`src/rtl/elevator_plant.sv`:
```
// elevator_plant: car, shaft, three doors and settle timer closing the loop around the elevator controller
module elevator_plant #(
  parameter int SHAFT_STEPS  = 8,
  parameter int DOOR_CYCLES  = 4,
  parameter int TIMER_CYCLES = 16,
  parameter int POS_W        = 4
) (
  input  logic             clk,
  input  logic             reset,
  input  logic             MU,
  input  logic             MD,
  input  logic             OUE,
  input  logic             OLE,
  input  logic             OI,
  input  logic             CUE,
  input  logic             CLE,
  input  logic             CI,
  input  logic             KT,
  output logic             UES,
  output logic             LES,
  output logic             IS,
  output logic             AU,
  output logic             AL,
  output logic             T,
  output logic [POS_W-1:0] pos,
  output logic             fault,
  output logic [2:0]       fault_code
);
  localparam logic [1:0] CLOSED = 2'd0, OPENING = 2'd1, OPEN = 2'd2, CLOSING = 2'd3;
  localparam int CW = $clog2(DOOR_CYCLES + 1);
  localparam int TW = $clog2(TIMER_CYCLES);
  localparam logic [CW-1:0] DC_LAST = CW'(DOOR_CYCLES - 1);
  localparam logic [POS_W-1:0] TOP = POS_W'(SHAFT_STEPS);
  localparam logic [1:0] OPEN_GO = (DOOR_CYCLES == 1) ? OPEN : OPENING;
  localparam logic [1:0] CLOSE_GO = (DOOR_CYCLES == 1) ? CLOSED : CLOSING;
  logic [POS_W-1:0] pos_q, pos_d;
  logic [TW-1:0] tcnt_q, tcnt_d;
  logic fault_q, fault_d;
  logic [2:0] code_q, code_d, cause;
  logic [2:0] open_c, close_c, door_closed, door_stat;
  logic ext_bad;
  assign AU = pos_q == TOP;
  assign AL = pos_q == '0;
  assign open_c = {OI, OLE & AL, OUE & AU};
  assign close_c = {CI, CLE & AL, CUE & AU};
  assign ext_bad = ((OUE || CUE) && !AU) || ((OLE || CLE) && !AL);
  // index 0 = upper exterior, 1 = lower exterior, 2 = internal
  for (genvar g = 0; g < 3; g++) begin : g_door
    logic [1:0] st_q, st_d;
    logic [CW-1:0] cnt_q, cnt_d;
    logic stat_q, stat_d, done;
    always_comb begin
      st_d = st_q;
      cnt_d = cnt_q;
      done = cnt_q + CW'(1) >= DC_LAST;
      if (open_c[g] && (st_q == CLOSED || st_q == CLOSING)) begin
        st_d = st_q == CLOSED ? OPEN_GO : OPENING;
        cnt_d = st_q == CLOSED ? '0 : DC_LAST - cnt_q;
      end else if (close_c[g] && !open_c[g] && (st_q == OPEN || st_q == OPENING)) begin
        st_d = st_q == OPEN ? CLOSE_GO : CLOSING;
        cnt_d = st_q == OPEN ? '0 : DC_LAST - cnt_q;
      end else if (st_q == OPENING || st_q == CLOSING) begin
        st_d = !done ? st_q : st_q == OPENING ? OPEN : CLOSED;
        cnt_d = done ? '0 : cnt_q + CW'(1);
      end
      stat_d = st_d == OPEN ? 1'b1 : st_d == CLOSED ? 1'b0 : stat_q;
    end
    always_ff @(posedge clk) begin
      if (reset) begin
        st_q <= CLOSED;
        cnt_q <= '0;
        stat_q <= 1'b0;
      end else begin
        st_q <= st_d;
        cnt_q <= cnt_d;
        stat_q <= stat_d;
      end
    end
    assign door_closed[g] = st_q == CLOSED;
    assign door_stat[g] = stat_q;
  end
  assign {IS, LES, UES} = door_stat;
  always_comb begin
    cause = (MU && MD) ? 3'd2 :
            ((MU || MD) && !(&door_closed)) ? 3'd1 :
            ((MU && AU) || (MD && AL)) ? 3'd3 :
            ext_bad ? 3'd4 : 3'd0;
    pos_d = (MU && !MD && &door_closed && !AU) ? pos_q + POS_W'(1) :
            (MD && !MU && &door_closed && !AL) ? pos_q - POS_W'(1) : pos_q;
    fault_d = fault_q || cause != 3'd0;
    code_d = fault_q ? code_q : cause;
    tcnt_d = KT ? TW'(TIMER_CYCLES - 1) : tcnt_q == '0 ? tcnt_q : tcnt_q - TW'(1);
  end
  always_ff @(posedge clk) begin
    if (reset) begin
      pos_q <= '0;
      tcnt_q <= '0;
      fault_q <= 1'b0;
      code_q <= 3'd0;
    end else begin
      pos_q <= pos_d;
      tcnt_q <= tcnt_d;
      fault_q <= fault_d;
      code_q <= code_d;
    end
  end
  assign T = tcnt_q == '0;
  assign pos = pos_q;
  assign fault = fault_q;
  assign fault_code = code_q;
endmodule

```
`config.mk`:
```
export PLATFORM = sky130hd
export DESIGN_NAME = elevator_plant
export DESIGN_NICKNAME = d
export VERILOG_FILES = /design/src/rtl/elevator_plant.sv
export SDC_FILE = /design/constraint.sdc
export NUM_CORES = 1
export LEC_CHECK = 0
export ABC_AREA = 0
export CAP_MARGIN = 20
export CORE_MARGIN = 3
export CORE_UTILIZATION = 47
export CTS_CLUSTER_DIAMETER = 60
export DETAILED_ROUTE_END_ITERATION = 16
export PLACE_DENSITY = 0.75
export SLEW_MARGIN = 15
export SYNTH_ARGS = -nofsm -noshare
export SYNTH_HDL_FRONTEND = slang
export SYNTH_SLANG_ARGS = --single-unit
```
`constraint.sdc`:
```
create_clock -name clk -period 2.8 [get_ports clk]
set_clock_uncertainty 0.1 [all_clocks]
set_input_delay 0.42 -clock clk [delete_from_list [all_inputs] [get_ports clk]]
set_output_delay 0.42 -clock clk [all_outputs]
set_load 0.005 [all_outputs]
```
==> run_1/final_placement.png <==
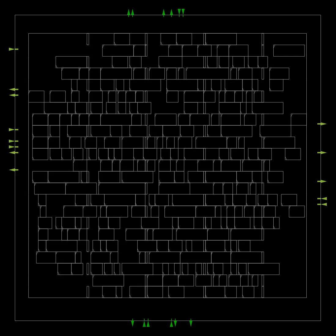
fillers: 388
# rows: 23

==> run_1/wire_density.png <==
14 x 14 tiles, from black (low) to pale yellow (high), scaled to the fullest tile. Values are wire area over tile area, all layers added.
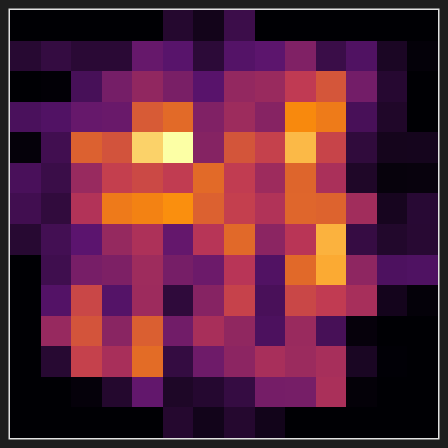
fullest tile = 0.50
mean over tiles = 0.14
densest ninth of the die = center
drt wl/cell: 14.00 um
Total Routing Usage GR: 18.89%
final WL: 4592 um

==> results_dict.tcl, run 1 <==
# collected from the flow reports
set metrics [dict create \
    setup_viol 0 \
    top_cells_by_count "dfxtp_1, ha_1, a21oi_1, inv_1, nor2_1" \
    sh_comb_area_pct 53.20 \
    top_area_cell_class "multi-input combinational cells" \
    reg2reg_from "g_door[0].st_q[1]" \
    ctsRootBufferMaster "clkbuf_8" \
    synth.avg_cell_area_um2 8.806 \
    power_leader "combinational cells" \
    critPathCaptureType "register" \
    yosys.area.top_type "dfxtp_1" \
    cp_slowest_stage_delay_ps 410 \
    maxSlewHeadroom_pct 56.91 \
    post-route-period-util_pct 94.76 \
    ys_seq_share_pct 29.02 \
    synth-edff-count 0 \
    inv_count 21 \
    drt_iter0_drc 120 \
    synth_nets 268 \
    min_period_ps 2653 \
    taps 50 \
    path_depth 9 \
    whs_path_depth 2 \
    crit_chain "inv_1, ha_1, nand3_1, or3_1, ha_1, a21o_1, a2111oi_2, o21ai_1, mux2_1" \
    cts_tree "done" \
    required_ps 2870 \
    warning_count 38 \
    cts_buffers 5 \
    htreeDepth 2 \
    yosysUniqueCellTypes 65 \
    wl_met3_um 175 \
    hp-class "reg -> reg" \
    peakVddDrop_mv 0.4479 \
    worst-setup-path-type "reg -> reg" \
    flop_area_um2 600.6 \
    nonClkBufAreaFrac_pct 13.66 \
    layout_top_cell "dfxtp_1" \
    signal_buffers 39 \
    grt_pass1_vias 1741 \
    power_mw 2.439 \
    maxCapViolCount 0 \
    hpwl_um 3428 \
    r2r_end "pos[3]" \
    worst-path-buf-inv 1 \
    wl_met2_um 2093 \
    layout-drive-gt1-share_pct 13.31 \
    min_from "g_door[0].cnt_q[2]" \
    worstSkewPairLatency_ps 280 \
    reg2reg_slack_ps 150 \
    fmax_ghz 0.3769 \
    pin_count 25 \
    gr-total-overflow 0 \
    slowest_stage "or3_1" \
    rsz0062_at_grt "no" \
    met1_usage_pct 25.30 \
    switching_share_pct 39.98 \
    mostFrequentLayoutCells "dfxtp_1, clkdlybuf4s50_1, ha_1" \
    avgViaCountPerCell 5.793 \
    worstSetupStartpoint "g_door[0].st_q[1]" \
    layout.area.comb_um2 1374 \
    synthCells 235 \
    numPortBuffers 24 \
    area_leaders "dfxtp_1, ha_1, a21oi_1" \
    use_met2_pct 30.13 \
    die_w_um 72.36 \
    cp_top_family "AND-OR/OR-AND gates" \
    tns_ps 0 \
    antenna_cells 0 \
    cts.hold.buffers_added 0 \
    cp-endpoint "pos[3]" \
    pg_clk_mw 0.433 \
    whs_endpoint "g_door[0].cnt_q[2]" \
    syn2layout_area_growth_pct 24.79 \
    comb_cells 180 \
    internal_power_mw 1.464 \
    hold_viol_final 0 \
    p_per_area_nw_per_um2 944.5 \
    cts.sinks 30 \
    yosys.area.top_type_share_pct 29.02 \
    outcome "finished clean" \
    cpMostUsedCell "ha_1" \
    ys.flops 30 \
    placed_area_um2 2470 \
    combinationalPower_mw 1.39 \
    synthArstFlopShare_pct 0 \
    first_pass_iters 4 \
    top_layer_used "met4" \
    p_clk_share_pct 17.8 \
    final_core_util_pct 62.75 \
    clkTransAtPathRegs_ps 70 \
    p_comb_share_pct 57.0 \
    cp.arrival_ps 2720 \
    finalMaxSlewViolations 0 \
    core-area_um2 4115 \
    ff2ff_path_depth 9 \
    initial_core_util_pct 50.29 \
    globalplace.congestion 0.8130 \
    yosys_cells 235 \
    synth.most_common_cell "dfxtp_1" \
    p_leak_nw 1.072 \
    grtUsageMet3_pct 4.155 \
    netSwitchingPower_mw 0.9753 \
    seq_area_share_pct 23.26 \
    crit_fanout 4 \
    powerSeq_mw 0.617 \
    post_cts.repair.setup_buffers 0 \
    drc 0 \
    nNetsFinal 310 \
]
==> run_1/cell_classes.png <==
The bar under the picture is 20 um long. Fill, decap, tap and diode cells in gray.
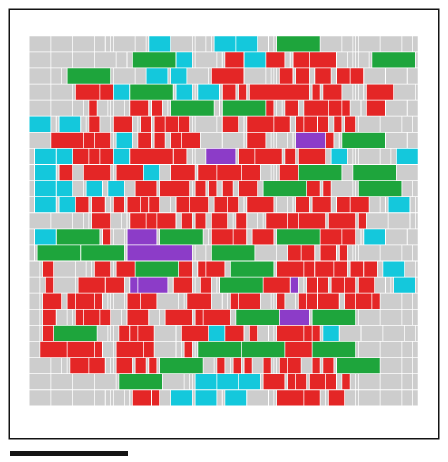
red -> all other logic  # cells 201, share of their area 58%
purple -> clock drivers and dummy loads  # cells 8, share of their area 4.2%
cyan -> other buffers and delay cells  # cells 39, share of their area 14%
green -> flip-flops  # cells 30, share of their area 24%

==> run 1: logic make-up after synthesis <==
logic type,after synthesis,share of synthesized area (%)
AOI/OAI and AO/OA,74,26.30
adders and majority gates,22,13.66
xor gates and xnor gates,5,2.116
DFF,30,29.02
buffers and inverters,25,4.897
and+or+nand+nor,75,22.01
muxes,4,1.995
==> run 1: flip-flops by register name, indices dropped and copies added (netlist names) <==
register      flops
g_door.cnt_q      9
g_door.st_q       6
pos               4
tcnt_q            4
fault_code        3
IS                1
LES               1
UES               1
fault             1
==> run 1: stage by stage <==
step           hold WS, ps  setup WS (ps)  cells
5_1_grt              380.8          23.53    328
4_1_cts              351.1          31.30    328
3_3_place_gp         335.7         -33.12    320
2_1_floorplan        323.7          121.6    235
6_report             345.8          146.8    328
3_5_place_dp         343.2         -75.12    320
==> inputs of run 2 (changes only) <==
- GPL_TIMING_DRIVEN: not set -> 1
==> run_2/cell_classes.png <==
The bar under the picture is 20 um long. Fill, decap, tap and diode cells in gray.
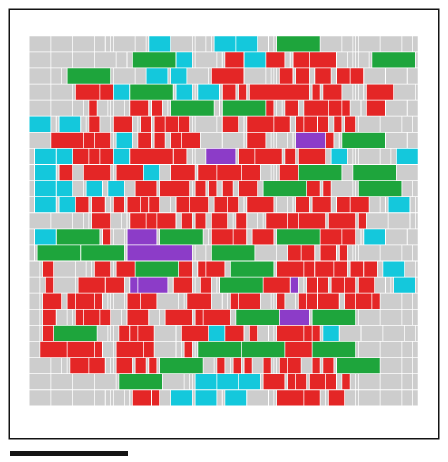
green -> flip-flops  # cells 30, share of their area 24%
cyan -> other buffers and delay cells  # cells 39, share of their area 14%
purple -> clock drivers and dummy loads  # cells 8, share of their area 4.2%
red -> all other logic  # cells 201, share of their area 58%
final instance area: 2582 um^2
sequential cell area share: 23.26%
core area: 4115 um^2

==> results_dict.tcl, run 2 <==
# collected from the flow reports
set metrics [dict create \
    outcome "finished clean" \
    worstSetupStartpoint "g_door[0].st_q[1]" \
    reg2reg_slack_ps 150 \
    netSwitchingPower_mw 0.9753 \
    cts_tree "done" \
    internal_power_mw 1.464 \
    synth_nets 268 \
    reg_top3 "g_door.cnt_q x9, g_door.st_q x6" \
    cts.sinks 30 \
    grt_pass1_vias 1741 \
    required_ps 2870 \
    fmax_ghz 0.3769 \
    synthCells 235 \
    layout.area.comb_um2 1374 \
    yosys.area.top_type_share_pct 29.02 \
    drt_iter0_drc 120 \
    finalMaxSlewViolations 0 \
    initial_core_util_pct 50.29 \
    pre_cts_slack_ps -75.12 \
    globalplace.congestion 0.8130 \
    area_leaders "dfxtp_1, ha_1, a21oi_1" \
    syn2layout_area_growth_pct 24.79 \
    layout_top_cell "dfxtp_1" \
    ff2ff_path_depth 9 \
    ys.flops 30 \
    grtUsageMet3_pct 4.155 \
    cp_slowest_stage_delay_ps 410 \
    final_core_util_pct 62.75 \
    warning_count 38 \
    rsz0062_at_grt "no" \
    gr-total-overflow 0 \
    yosysUniqueCellTypes 65 \
    synthTopLogicFamily "AND-OR/OR-AND gates" \
    avgViaCountPerCell 5.793 \
    cpMostUsedCell "ha_1" \
    mostFrequentLayoutCells "dfxtp_1, clkdlybuf4s50_1, ha_1" \
    wl_met3_um 175 \
    top_cells_by_count "dfxtp_1, ha_1, a21oi_1, inv_1, nor2_1" \
    p_leak_nw 1.072 \
    crit_chain "inv_1, ha_1, nand3_1, or3_1, ha_1, a21o_1, a2111oi_2, o21ai_1, mux2_1" \
    crit_fanout 4 \
    pin_count 25 \
    hpwl_um 3428 \
    met1_usage_pct 25.30 \
    placed_area_um2 2470 \
    layout-drive-gt1-share_pct 13.31 \
    maxCapViolCount 0 \
    hold_viol_final 0 \
    p_comb_share_pct 57.0 \
    whs_path_depth 2 \
    fp-row-count 23 \
    maxSlewHeadroom_pct 56.91 \
    cp.arrival_ps 2720 \
    reg2reg_from "g_door[0].st_q[1]" \
    synth-edff-count 0 \
    synth.avg_cell_area_um2 8.806 \
    largest_register_ffs 9 \
    wl_per_cell_um 14.00 \
    combinationalPower_mw 1.39 \
    yosys.area_share.aoi_pct 26.30 \
    wirelength_um 4592 \
    hp-class "reg -> reg" \
    nNetsFinal 310 \
    flop_area_um2 600.6 \
    yosys.area.top_type "dfxtp_1" \
    worst-setup-path-type "reg -> reg" \
    min_period_ps 2653 \
    min_from "g_door[0].cnt_q[2]" \
    synthArstFlopShare_pct 0 \
    cp-endpoint "pos[3]" \
    cp_top_family "AND-OR/OR-AND gates" \
    ys_seq_share_pct 29.02 \
    switching_share_pct 39.98 \
    top_register "g_door.cnt_q" \
]
[run 2: metrics by stage]
stage | setup TNS, ps | cells | hold slack, ps | power [mW]
final | 0 | 328 | 345.8 | 2.439
after global routing | 0 | 328 | 380.8 | 2.652
after floorplan | 0 | 235 | 323.7 | 1.550
after global placement | -33.12 | 320 | 335.7 | 1.959
after CTS | 0 | 328 | 351.1 | 2.434
after detailed placement | -75.12 | 320 | 343.2 | 1.987
[run 2: layout make-up]
class                      count  area share (%)
multi-input combinational    180           53.20
sequential                    30           23.26
timing repair buffer          39           13.66
inverter                      21           3.343
clock buffer                   7           2.955
tap                           50           2.422
clock inverter                 1           1.163
==> run_2/wire_density.png <==
14 x 14 tiles, from black (low) to pale yellow (high), scaled to the fullest tile. Values are wire area over tile area, all layers added.
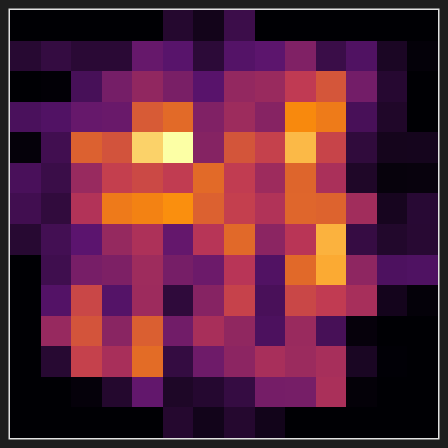

==> inputs of run 3 (changes only) <==
- SETUP_SLACK_MARGIN: not set -> 0.4
==> run_3/wire_density.png <==
14 x 14 tiles, from black (low) to pale yellow (high), scaled to the fullest tile. Values are wire area over tile area, all layers added.
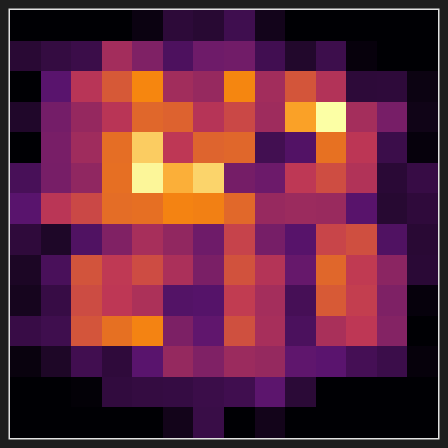
mean over tiles = 0.15
emptiest ninth of the die = lower right
fullest tile = 0.49
tiles over half the peak = 22%
nearly empty tiles = 18%

==> results_dict.tcl, run 3 <==
# collected from the flow reports
set metrics [dict create \
    cts_tree "done" \
    met1_usage_pct 25.17 \
    wirelength_um 4879 \
    fmax_ghz 0.4045 \
    worst-path-buf-inv 1 \
    ys_seq_share_pct 29.02 \
    top_register "g_door.cnt_q" \
    cp.arrival_ps 2550 \
    yosys.area.top_type "dfxtp_1" \
    wl_met3_um 177 \
    fp-row-count 23 \
    layout-drive-gt1-share_pct 23.05 \
    drc 0 \
    p_clk_share_pct 13.1 \
    clkTransAtPathRegs_ps 70 \
    p_leak_nw 1.128 \
    nClkBuffers 5 \
    pg_clk_mw 0.336 \
    synth_nets 268 \
    inv_count 21 \
    outcome "finished clean" \
    clock_area_share_pct 2.885 \
    combinationalPower_mw 1.57 \
    layout_top_cell "clkdlybuf4s50_1" \
    largest_register_ffs 9 \
    nNetsFinal 315 \
    worstSkewPairLatency_ps 280 \
    cts_buffers 5 \
    synthCells 235 \
    reg_top3 "g_door.cnt_q x9, g_door.st_q x6" \
    power_mw 2.569 \
    mux_share_pct 1.995 \
    setup_viol 0 \
    tns_ps 0 \
    htreeDepth 2 \
    dp_cells 310 \
    initial_core_util_pct 50.29 \
    warning_count 41 \
    top_layer_used "met4" \
    numPortBuffers 24 \
    top_area_cell_class "multi-input combinational cells" \
    worst-setup-path-type "reg -> reg" \
    adder_share_pct 13.66 \
    netSwitchingPower_mw 1.060 \
    synth.most_common_cell "dfxtp_1" \
    switching_share_pct 41.27 \
    maxCapViolCount 0 \
    synth.avg_cell_area_um2 8.806 \
    synthArstFlopShare_pct 0 \
    globalRouteTotalUtil_pct 18.41 \
    sh_comb_area_pct 54.08 \
    cpMostUsedCell "ha_4" \
    grtUsageMet3_pct 4.155 \
    area_leaders "dfxtp_1, ha_1, a21oi_1" \
    whs_ps 356.1 \
    core-area_um2 4115 \
    grt_pass1_vias 1740 \
    layout.area.comb_um2 1478 \
    peakVddDrop_mv 0.4945 \
    taps 50 \
    first_pass_iters 4 \
    globalplace.congestion 0.8434 \
    post_cts.repair.setup_buffers 6 \
    layout_setup_ws_ps 327.6 \
    ys_sh_xor_pct 2.116 \
    signal_buffers 44 \
    p_per_area_nw_per_um2 940.0 \
    flop-count 30 \
    hpwl_um 3353 \
    yosys.area_share.aoi_pct 26.30 \
    syn2layout_area_growth_pct 32.04 \
    use_met2_pct 28.11 \
    synth-edff-count 0 \
    cp_top_family "AND-OR/OR-AND gates" \
    finalNonFillerCells 332 \
    placed_area_um2 2474 \
    slowest_stage "or3_4" \
    cts.hold.buffers_added 0 \
    synthTopLogicFamily "AND-OR/OR-AND gates" \
    internal_power_mw 1.509 \
]
[run 3: cell counts after synthesis]
Identical to the previous run, type by type.
[run 3: path summary, 6_finish.rpt]
| path | cells past startpoint | slack [ps] | start | to |
|---|---|---|---|---|
| worst max-delay path | 9 | 330 | g_door[0].st_q[0] | pos[3] |
| worst min-delay path | 2 | 360 | g_door[0].cnt_q[2] | g_door[0].cnt_q[2] |
| worst max register to register | 9 | 330 | g_door[0].st_q[0] | pos[3] |
| worst min register to register | 2 | 360 | g_door[0].cnt_q[2] | g_door[0].cnt_q[2] |
[run 3: worst reg2reg max path, delay by kind of cell, from the launching register on]
family	cells	cell delay, ps
AND-OR/OR-AND	3	590
flip-flops	1	370
AND/OR/NAND/NOR	2	530
multiplexers	1	310
adder cells (fa/ha/maj)	2	380
buffers and inverters	1	80
No activity file was given, so power comes from the tool's default toggle rates.
